<file path="config.mk">
export PLATFORM = sky130hd
export DESIGN_NAME = mem0_frame_fetcher
export DESIGN_NICKNAME = d
export VERILOG_FILES = /design/src/rtl/mem0_frame_fetcher.sv
export SDC_FILE = /design/constraint.sdc
export NUM_CORES = 1
export LEC_CHECK = 0
export ABC_AREA = 1
export CAP_MARGIN = 5
export CORE_UTILIZATION = 40
export CTS_BUF_LIST = sky130_fd_sc_hd__clkbuf_8
export CTS_CLUSTER_DIAMETER = 200
export CTS_CLUSTER_SIZE = 40
export DETAILED_ROUTE_END_ITERATION = 8
export PLACE_DENSITY = 0.83
export SKIP_LAST_GASP = 1
export SLEW_MARGIN = 15
export SYNTH_ARGS = -nofsm -noshare
export SYNTH_HDL_FRONTEND = slang
export SYNTH_SLANG_ARGS = --single-unit
</file>
<file path="constraint.sdc">
create_clock -name iCLK -period 1.7 [get_ports iCLK]
set_input_delay 0.255 -clock iCLK [delete_from_list [all_inputs] [get_ports iCLK]]
set_output_delay 0.255 -clock iCLK [all_outputs]
set_load 0.1 [all_outputs]
</file>
<file path="src/rtl/mem0_frame_fetcher.sv">
// rtl/mem0_frame_fetcher.sv - fetches image rows from MEM0 port B, streams them to the BNN core, writes back the class
module mem0_frame_fetcher #(
    parameter int                ROWS        = 28,
    parameter int                DATA_W      = 28,
    parameter int                ADDR_W      = 6,
    parameter int                RD_LAT      = 2,
    parameter int                CLASS_W     = 4,
    parameter logic [ADDR_W-1:0] RESULT_ADDR = 6'd28
) (
    input  logic               iCLK,
    input  logic               iRST,
    input  logic               iCLR,
    input  logic               iSTART,
    output logic [ADDR_W-1:0]  oMEM0ADDR,
    output logic               oMEM0Rd_EN,
    input  logic [DATA_W-1:0]  iMEM0RdDATA,
    output logic               oMEM0Wr_EN,
    output logic [DATA_W-1:0]  oMEM0WrDATA,
    output logic               oROW_VALID,
    output logic [DATA_W-1:0]  oROW_DATA,
    output logic [4:0]         oROW_IDX,
    input  logic               iROW_READY,
    input  logic               iRES_VALID,
    input  logic [CLASS_W-1:0] iRES_CLASS,
    output logic               oBUSY,
    output logic               oDONE
);

    localparam int                LAT_W    = (RD_LAT > 1) ? $clog2(RD_LAT) : 1;
    localparam logic [LAT_W-1:0]  LAT_LAST = LAT_W'(RD_LAT - 1);
    localparam logic [4:0]        ROW_LAST = 5'(ROWS - 1);

    typedef enum logic [2:0] {
        IDLE,
        RD_REQ,
        RD_WAIT,
        PRESENT,
        WAIT_RES,
        WRITE,
        DONE
    } state_t;

    state_t               state;
    state_t               state_next;
    logic [4:0]           row;
    logic [LAT_W-1:0]     lat_cnt;
    logic [CLASS_W-1:0]   class_q;
    logic [DATA_W-1:0]    row_data;
    logic                 rst_any;

    assign rst_any = iRST | iCLR;

    always_ff @(posedge iCLK) begin
        if (rst_any) begin
            state    <= IDLE;
            row      <= '0;
            lat_cnt  <= '0;
            class_q  <= '0;
            row_data <= '0;
        end else begin
            state <= state_next;
            case (state)
                RD_WAIT: begin
                    // Capture exactly on the cycle the RAM output becomes valid.
                    if (lat_cnt == LAT_LAST) begin
                        lat_cnt  <= '0;
                        row_data <= iMEM0RdDATA;
                    end else begin
                        lat_cnt <= lat_cnt + 1'b1;
                    end
                end
                PRESENT: begin
                    if (iROW_READY && (row != ROW_LAST)) begin
                        row <= row + 5'd1;
                    end
                end
                WAIT_RES: begin
                    if (iRES_VALID) begin
                        class_q <= iRES_CLASS;
                    end
                end
                DONE: begin
                    row <= '0;
                end
                default: begin
                end
            endcase
        end
    end

    always_comb begin
        state_next  = state;
        oMEM0Rd_EN  = 1'b0;
        oMEM0Wr_EN  = 1'b0;
        oMEM0ADDR   = '0;
        oMEM0WrDATA = '0;
        oROW_VALID  = 1'b0;
        oDONE       = 1'b0;
        case (state)
            IDLE: begin
                if (iSTART) begin
                    state_next = RD_REQ;
                end
            end
            RD_REQ: begin
                oMEM0Rd_EN = 1'b1;
                oMEM0ADDR  = ADDR_W'(row);
                state_next = RD_WAIT;
            end
            RD_WAIT: begin
                if (lat_cnt == LAT_LAST) begin
                    state_next = PRESENT;
                end
            end
            PRESENT: begin
                oROW_VALID = 1'b1;
                if (iROW_READY) begin
                    state_next = (row == ROW_LAST) ? WAIT_RES : RD_REQ;
                end
            end
            WAIT_RES: begin
                if (iRES_VALID) begin
                    state_next = WRITE;
                end
            end
            WRITE: begin
                oMEM0Wr_EN  = 1'b1;
                oMEM0ADDR   = RESULT_ADDR;
                oMEM0WrDATA = {{(DATA_W-CLASS_W){1'b0}}, class_q};
                state_next  = DONE;
            end
            DONE: begin
                oDONE      = 1'b1;
                state_next = IDLE;
            end
            default: begin
                state_next = IDLE;
            end
        endcase
    end

    assign oBUSY     = (state != IDLE);
    assign oROW_DATA = row_data;
    assign oROW_IDX  = row;

endmodule

</file>
==> job_summary.md, run 1 <==
## Synthesis and layout report

| Metric | Value |
|---|---|
| Status | `finished, final reports clean` |
| Worst ir drop on vdd | `0.6401 mV` |
| Aoi share | `0.1208` |
| Post-synth EDFFs | `0` |
| Worst setup margin | `0.006036 ns` |
| Async S/R FF share, synth | `0` |
| XORs/XNORs by Area | `0` |
| DRT antenna net count | `0` |
| Area Growth Syn to Fin | `79.34%` |
| HPWL after DPL | `4.306 mm` |
| CTS tree | `built` |
| R2R depth | `8` |
| CP max FO | `4` |
| Nets | `407` |
| Via count | `2,015` |
| WS Path Type | `reg2out` |
| Max-area cell share | `0.4170` |
| CTS Hold Bufs | `0` |
| Synth warnings | `0` |
| DRT Pass-1 Iters | `4` |
| Top logic cells by instance count in the layout | `nor2_1 (66), buf_12 (47), clkdlybuf4s50_1 (37)` |
| First-pass GRT wire length | `9.259 mm` |
| Layout cells sized above 1 | `0.2710` |
| Synth cell types | `24` |
| # diodes | `0` |
| Count leader, synth | `nor2_1` |
| DR top layer | `met4` |
| Final WL | `5.481 mm` |
| Setup repair after global routing missed its margin | `yes` |
| Total gr overflow | `0` |
| Top area cell types | `dfxtp_1 (42%), nor2_1 (14%), buf_4 (10%)` |
| Yosys Instances | `274` |
| H-tree lvl count | `2` |
| DRC violations left | `0` |
| Placement Setup Slack | `0.1523 ns` |
| Slew Limit Fails | `0` |
| WP data arrival | `1.44 ns` |
| # IOs | `110` |
| R2R setup slack | `0.22 ns` |
| Main kind of combinational logic by area | `simple AND/OR/NAND/NOR gates` |
| Pwr per Cell Area | `599.5 nW/um^2` |
| Post-synthesis sequential area ratio | `0.4170` |
[run 1: where the power goes]
group	internal (mW)	leakage (nW)	switching (mW)
Clock	0.319	0.0538	0.330
Sequential	0.960	0.336	0.00523
Combinational	0.132	1.10	0.369
Total	1.41	1.49	0.704
[run 1: what timing repair did]
action / CTS / global route
pin swaps: 4 / 3
endpoints found under the setup margin: 4 / 10
cloned: 0 / 0
gates resized: 2 / 2
setup buffers: 7 / 1
[run 1: per-layer routing]
layer / track usage / up-vias
met5: 0 / -
met4: 0.08279 / 0
met3: 0.09583 / 12
met2: 0.4029 / 86
met1: 0.2437 / 919
li1: - / 998
[run 1: layout make-up]
| cell class | count | area [sq um] |
|---|---|---|
| well taps | 67 | 83.83 |
| repair buffers | 96 | 1405 |
| fillers | 323 | 1194 |
| clock buffers | 6 | 82.58 |
| clock inverters | 2 | 7.507 |
| multi-input cells | 199 | 1005 |
| flip-flops and latches | 41 | 840.8 |
| inverters | 25 | 105.1 |
[run 1: per-stage QoR]
stage               setup TNS, ns  instance area [sq um]    util
floorplan                  -3.033                   2197       -
global placement                0                   3368  0.7131
detailed placement              0                   3368  0.7131
CTS                      -0.01991                   3516  0.7444
global route              -0.1875                   3530  0.7473
finish                          0                   3530  0.7473
[run 1: state kept, by name (all words and copies together), names as in the netlist]
register and count:
oROW_IDX 5, class_q 4, lat_cnt 1, oROW_DATA 28, state 3
[run 1: worst max-delay path: stages, from the launching register on]
cell	delay [ns]
dfxtp_4	0.36
inv_4	0.08
nand2_8	0.05
nor2_4	0.12
clkinvlp_4	0.21
nor2_4	0.15
buf_12	0.18
Run 1, clock distribution:
Bar = 20 um.
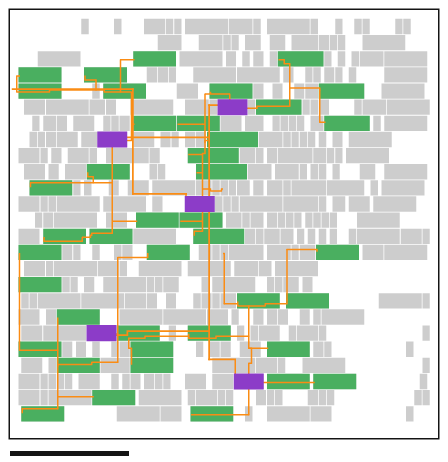
clock-net drivers -> purple  # count 5
clock wires -> orange  # length 511 um
flip-flops -> green  # count 41
routed clock nets = 6
flops lie = spread over the die
skew final: 0.004242 ns
Clock Latency Late Sink: 0.29 ns
clock network power: 649 uW
Clock power frac: 0.307

Run 1, the clock network:
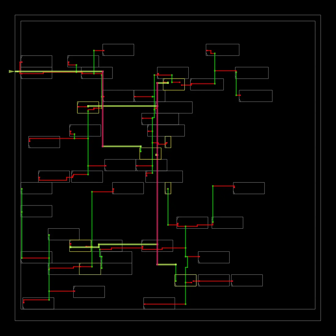
total CTS buffers: 5
clock buffers: 6
flip-flops: 41
clk sinks: 41

Run 1, register map, names as in the netlist:
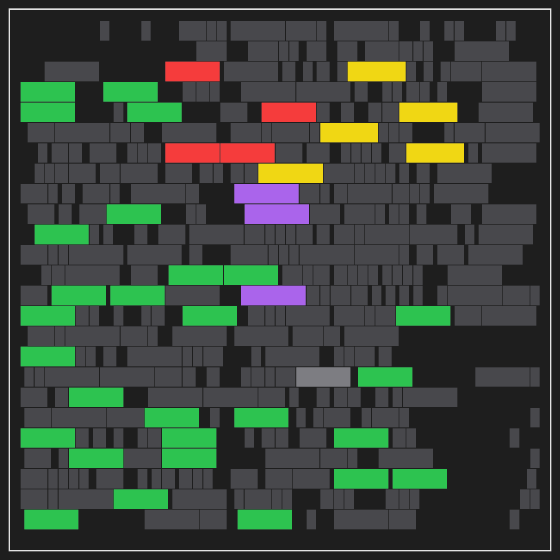
oROW_DATA -> green  # placed flops 28
state -> purple  # placed flops 3
oROW_IDX -> yellow  # placed flops 5
class_q -> red  # placed flops 4, where top center
not colored = 1
Seq/total area: 0.2382
seq pwr: 965 uW

Run 1, gate-type map:
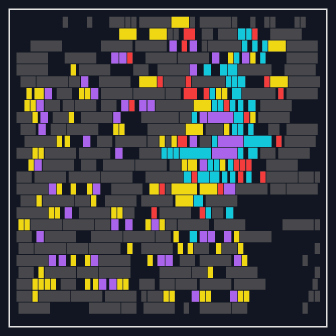
nor cells -> yellow  # cells 80, most used nor2_1, where spread over the die
inv cells -> red  # cells 25, most used inv_1
aoi and oai cells -> purple  # cells 47, most used o21ai_0
nand cells -> cyan  # cells 46, most used nand2_1
Comb area share: 0.2846
most frequent logic cell in the layout: nor2_1
non-filler cells, final: 436

## Run 2: what changed since run 1
--- a/config.mk
+++ b/config.mk
@@ -12,7 +12,7 @@
 export CTS_CLUSTER_DIAMETER = 200
 export CTS_CLUSTER_SIZE = 40
 export DETAILED_ROUTE_END_ITERATION = 8
-export PLACE_DENSITY = 0.83
+export PLACE_DENSITY_LB_ADDON = 0.05
 export SKIP_LAST_GASP = 1
 export SLEW_MARGIN = 15
 export SYNTH_ARGS = -nofsm -noshare
==> job_summary.md, run 2 <==
## Synthesis and layout report

| Metric | Value |
|---|---|
| Status | `complete, but fails checks` |
| Failing checks | `negative setup slack` |
| Top area cell types | `dfxtp_1 (42%), nor2_1 (14%), buf_4 (10%)` |
| Non-filler cells, final | `435 (-0.23%)` |
| Total CTS buffers | `5 (unchanged)` |
| Max FFs per register | `28 (unchanged)` |
| Setup_tns | `-0.009183 ns (-0.009183 ns)` |
| First-pass GRT wire length | `8.286 mm (-11%)` |
| Pwr per Cell Area | `600.6 nW/um^2 (+0.17%)` |
| Worst setup margin | `-0.005483 ns (-0.01152 ns)` |
| HPWL after DPL | `3.650 mm (-15%)` |
| Logic area | `1005 sq um (unchanged)` |
| DRT Pass-1 Iters | `4 (unchanged)` |
| Clk sinks | `41 (unchanged)` |
| Post-synth EDFFs | `0 (unchanged)` |
| # setup viols final | `2` |
| Worst ir drop on vdd | `0.5439 mV (-15%)` |
| Placed instance area | `3373 sq um (+0.15%)` |
| Grt peak-use layer | `met2` |
| H-tree lvl count | `2 (unchanged)` |
| Met2 usage | `0.3510 (-0.05192)` |
| Slew Limit Fails | `0 (unchanged)` |
| Clock Latency Late Sink | `0.29 ns (about the same)` |
| Count leader, synth | `nor2_1` |
| Async S/R FF share, synth | `0 (unchanged)` |
-- run 2: cell counts after synthesis --
Identical to the previous run, type by type.
-- run 2: where the power goes --
| part | internal (mW) | total [mW] | leakage [nW] | switching [mW] |
|---|---|---|---|---|
| combinational | 0.131 | 0.501 | 1.10 | 0.370 |
| clock | 0.325 | 0.654 | 0.0529 | 0.330 |
| sequential | 0.960 | 0.965 | 0.336 | 0.00513 |
-- run 2: cell type report --
class                      count  share of cell area
inverter                      25             0.02906
sequential                    41              0.2381
clock inverter                 2            0.002835
clock buffer                   6             0.02339
multi-input combinational    199              0.2845
tap                           67             0.02374
timing repair buffer          95              0.3983
-- run 2: repair_timing --
item                       4_1_cts  5_1_grt
pin swaps                        4        3
setup endpoints to repair        4        7
buffers inserted                 7        1
hold endpoints to repair         0        0
resized                          1        1
cloned                           0        0
-- run 2: path summary, 6_finish.rpt --
kind / slack, ns / end
worst min register to register: 0.47 / lat_cnt
worst min-delay path: 0.47 / lat_cnt
worst max-delay path: -0.005 / oMEM0WrDATA[1]
worst max register to register: 0.13 / oROW_DATA[0]
-- run 2: critical path, cell delays in order, from the launching register on --
cell and delay (ns):
dfxtp_4 0.36, inv_4 0.08, nand2_8 0.05, nor2_4 0.11, clkinvlp_4 0.21, nor2_4 0.16
buf_12 0.18
-- run 2: cells by family after synthesis --
group	after synthesis	share of synthesized area
buf+inv	58	0.1780
other cells	1	0.001905
fa+ha+maj	1	0.006356
flops	41	0.4170
simple gates	126	0.2759
compound gates	47	0.1208
-- run 2: metal layers --
metal  wire length, um  share of wire
met5                 0              0
met4                85          0.017
met3               408          0.082
met2              2401           0.48
met1              2106           0.42
Run 2, the clock network:
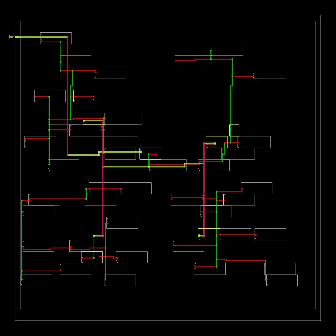
skew final: 0.005291 ns
clock network power: 654 uW

Run 2, gate-type map:
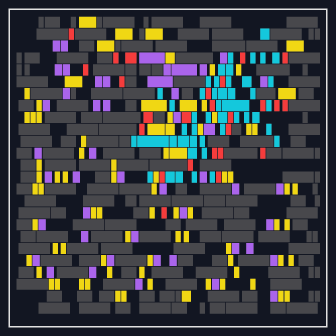
nand cells -> cyan  # cells 46, most used nand2_1
aoi and oai cells -> purple  # cells 47, most used o21ai_0, where spread over the die
inv cells -> red  # cells 25, most used inv_1
nor cells -> yellow  # cells 80, most used nor2_1, where spread over the die

Run 2, register map, names as in the netlist:
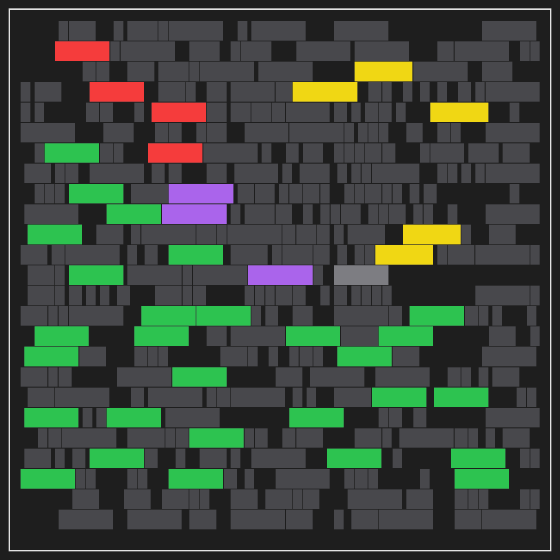
state -> purple  # placed flops 3
oROW_IDX -> yellow  # placed flops 5, where upper right
oROW_DATA -> green  # placed flops 28
class_q -> red  # placed flops 4, where upper left
Seq/total area: 0.2381
Register Area: 840.8 sq um
post-route core utilization: 0.7476

## Run 3: what changed since run 2
--- a/config.mk
+++ b/config.mk
@@ -6,6 +6,7 @@
 export NUM_CORES = 1
 export LEC_CHECK = 0
 export ABC_AREA = 1
+export ABC_CLOCK_PERIOD_IN_PS = 1700
 export CAP_MARGIN = 5
 export CORE_UTILIZATION = 40
 export CTS_BUF_LIST = sky130_fd_sc_hd__clkbuf_8
==> job_summary.md, run 3 <==
## Synthesis and layout report

| Metric | Value |
|---|---|
| Post-route core utilization | `0.7476 (unchanged)` |
| Inverters | `25 (unchanged)` |
| Total CTS buffers | `5 (unchanged)` |
| Skew final | `0.005291 ns (unchanged)` |
| Logic area | `1005 sq um (unchanged)` |
| Status | `complete, but fails checks` |
| Async S/R FF share, synth | `0 (unchanged)` |
| # setup viols final | `2 (unchanged)` |
| Comb power frac | `0.236 (about the same)` |
| Seq/total area | `0.2381 (unchanged)` |
| Clock Latency Late Sink | `0.29 ns (about the same)` |
| Top Consumer | `registers` |
| Non-filler cells, final | `435 (unchanged)` |
| Max FFs per register | `28 (unchanged)` |
| Slew Limit Fails | `0 (unchanged)` |
| Failing checks | `negative setup slack` |
| Internal Power | `1.416 mW (unchanged)` |
| Sw power | `704.4 uW (unchanged)` |
| Logic power comb | `501 uW (about the same)` |
| First-pass GRT wire length | `8.286 mm (unchanged)` |
| Worst setup margin | `-0.005483 ns (unchanged)` |
## run 3: cells by family after synthesis
kind of cell / count (synthesis) / share of synthesized area
AOI/OAI and AO/OA: 47 / 0.1208
adders and majority gates: 1 / 0.006356
buffers and inverters: 58 / 0.1780
DFF: 41 / 0.4170
other: 1 / 0.001905
and+or+nand+nor: 126 / 0.2759
## run 3: through the flow
stage          setup WS [ns]   TNS (ns)  hold WS (ns)  power (mW)
2_1_floorplan        -0.5733     -3.033        0.3899       1.385
3_3_place_gp          0.1839          0        0.4523       1.470
3_5_place_dp          0.1540          0        0.4572       1.472
4_1_cts             -0.02158   -0.02158        0.4706       2.135
5_1_grt             -0.07353    -0.4390        0.5154       2.193
6_report           -0.005483  -0.009183        0.4727       2.121
## run 3: per-layer routing
layer,track usage,vias to the layer above,wire [um]
met3,0.06806,10,408
met1,0.2376,846,2106
li1,-,997,-
met2,0.3510,78,2401
met5,0,-,0
met4,0.08279,0,85
## run 3: worst min-delay path by stage
stage	to	slack, ns	depth (start not counted)
6_report	lat_cnt	0.47	2
4_1_cts	lat_cnt	0.47	2
3_5_place_dp	lat_cnt	0.46	2
2_1_floorplan	oROW_DATA[0]	0.39	2
3_3_place_gp	lat_cnt	0.45	2
5_1_grt	lat_cnt	0.52	2
## run 3: timing repair
action | in CTS | in global routing
resized | 1 | 1
pin swaps | 4 | 3
hold endpoints to repair | 0 | 0
setup buffers | 7 | 1
endpoints found under the setup margin | 4 | 7
## run 3: worst max-delay path, cell delays in order, from the launching register on
cell and delay [ns]:
dfxtp_4 0.36, inv_4 0.08, nand2_8 0.05, nor2_4 0.11, clkinvlp_4 0.21, nor2_4 0.16, buf_12 0.18
Run 3, clock distribution:
Bar = 20 um.
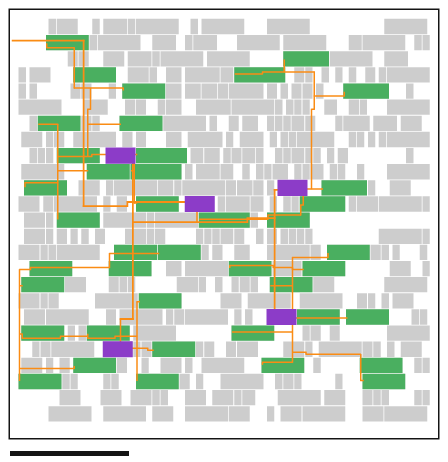
flip-flops -> green  # count 41
clock wires -> orange  # length 494 um
clock-net drivers -> purple  # count 5
routed clock nets = 6

Run 3, the clock network:
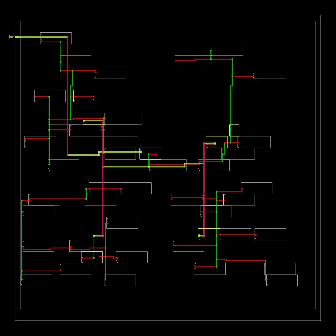

Run 3, gate-type map:
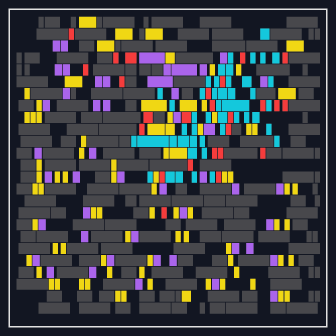
inv cells -> red  # cells 25, most used inv_1
nand cells -> cyan  # cells 46, most used nand2_1
nor cells -> yellow  # cells 80, most used nor2_1, where spread over the die
aoi and oai cells -> purple  # cells 47, most used o21ai_0, where spread over the die


==> layout pictures side by side <==
Placed cells, one color a class.
image #1
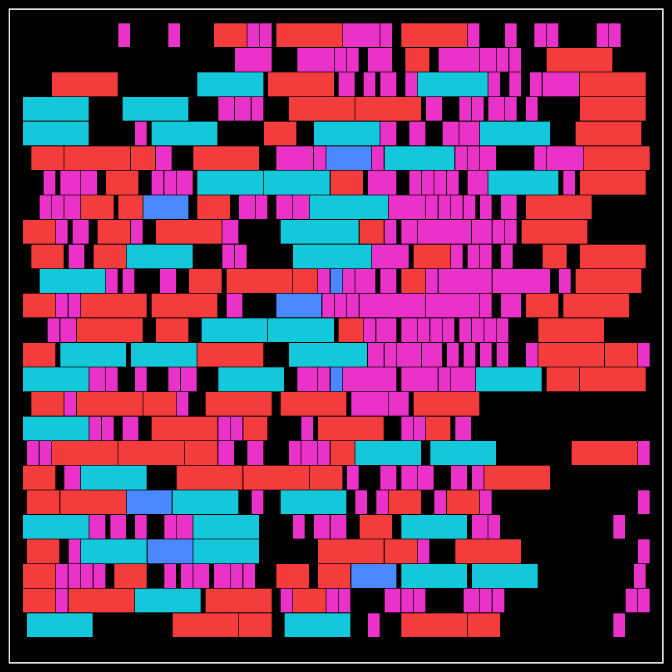
image #2
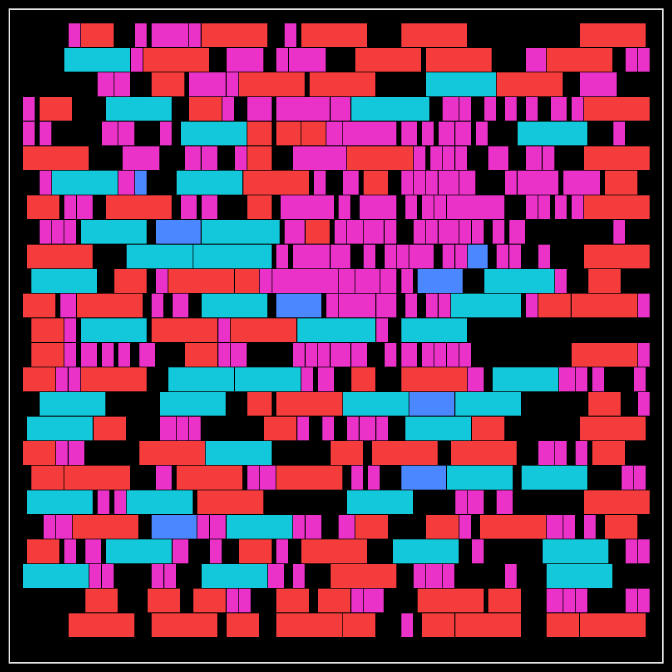
| picture | from |
|---|---|
| image #1 | run 1 |
| image #2 | run 3 |

Key to image #2:
remaining logic cells -> magenta  # cells 224, share of their area 32%
remaining buffers and delay cells -> red  # cells 95, share of their area 41%
registers -> cyan  # cells 41, share of their area 24%
clock drivers and dummy loads -> blue  # cells 8, share of their area 2.7%

Power and IR drop assume default switching activity.
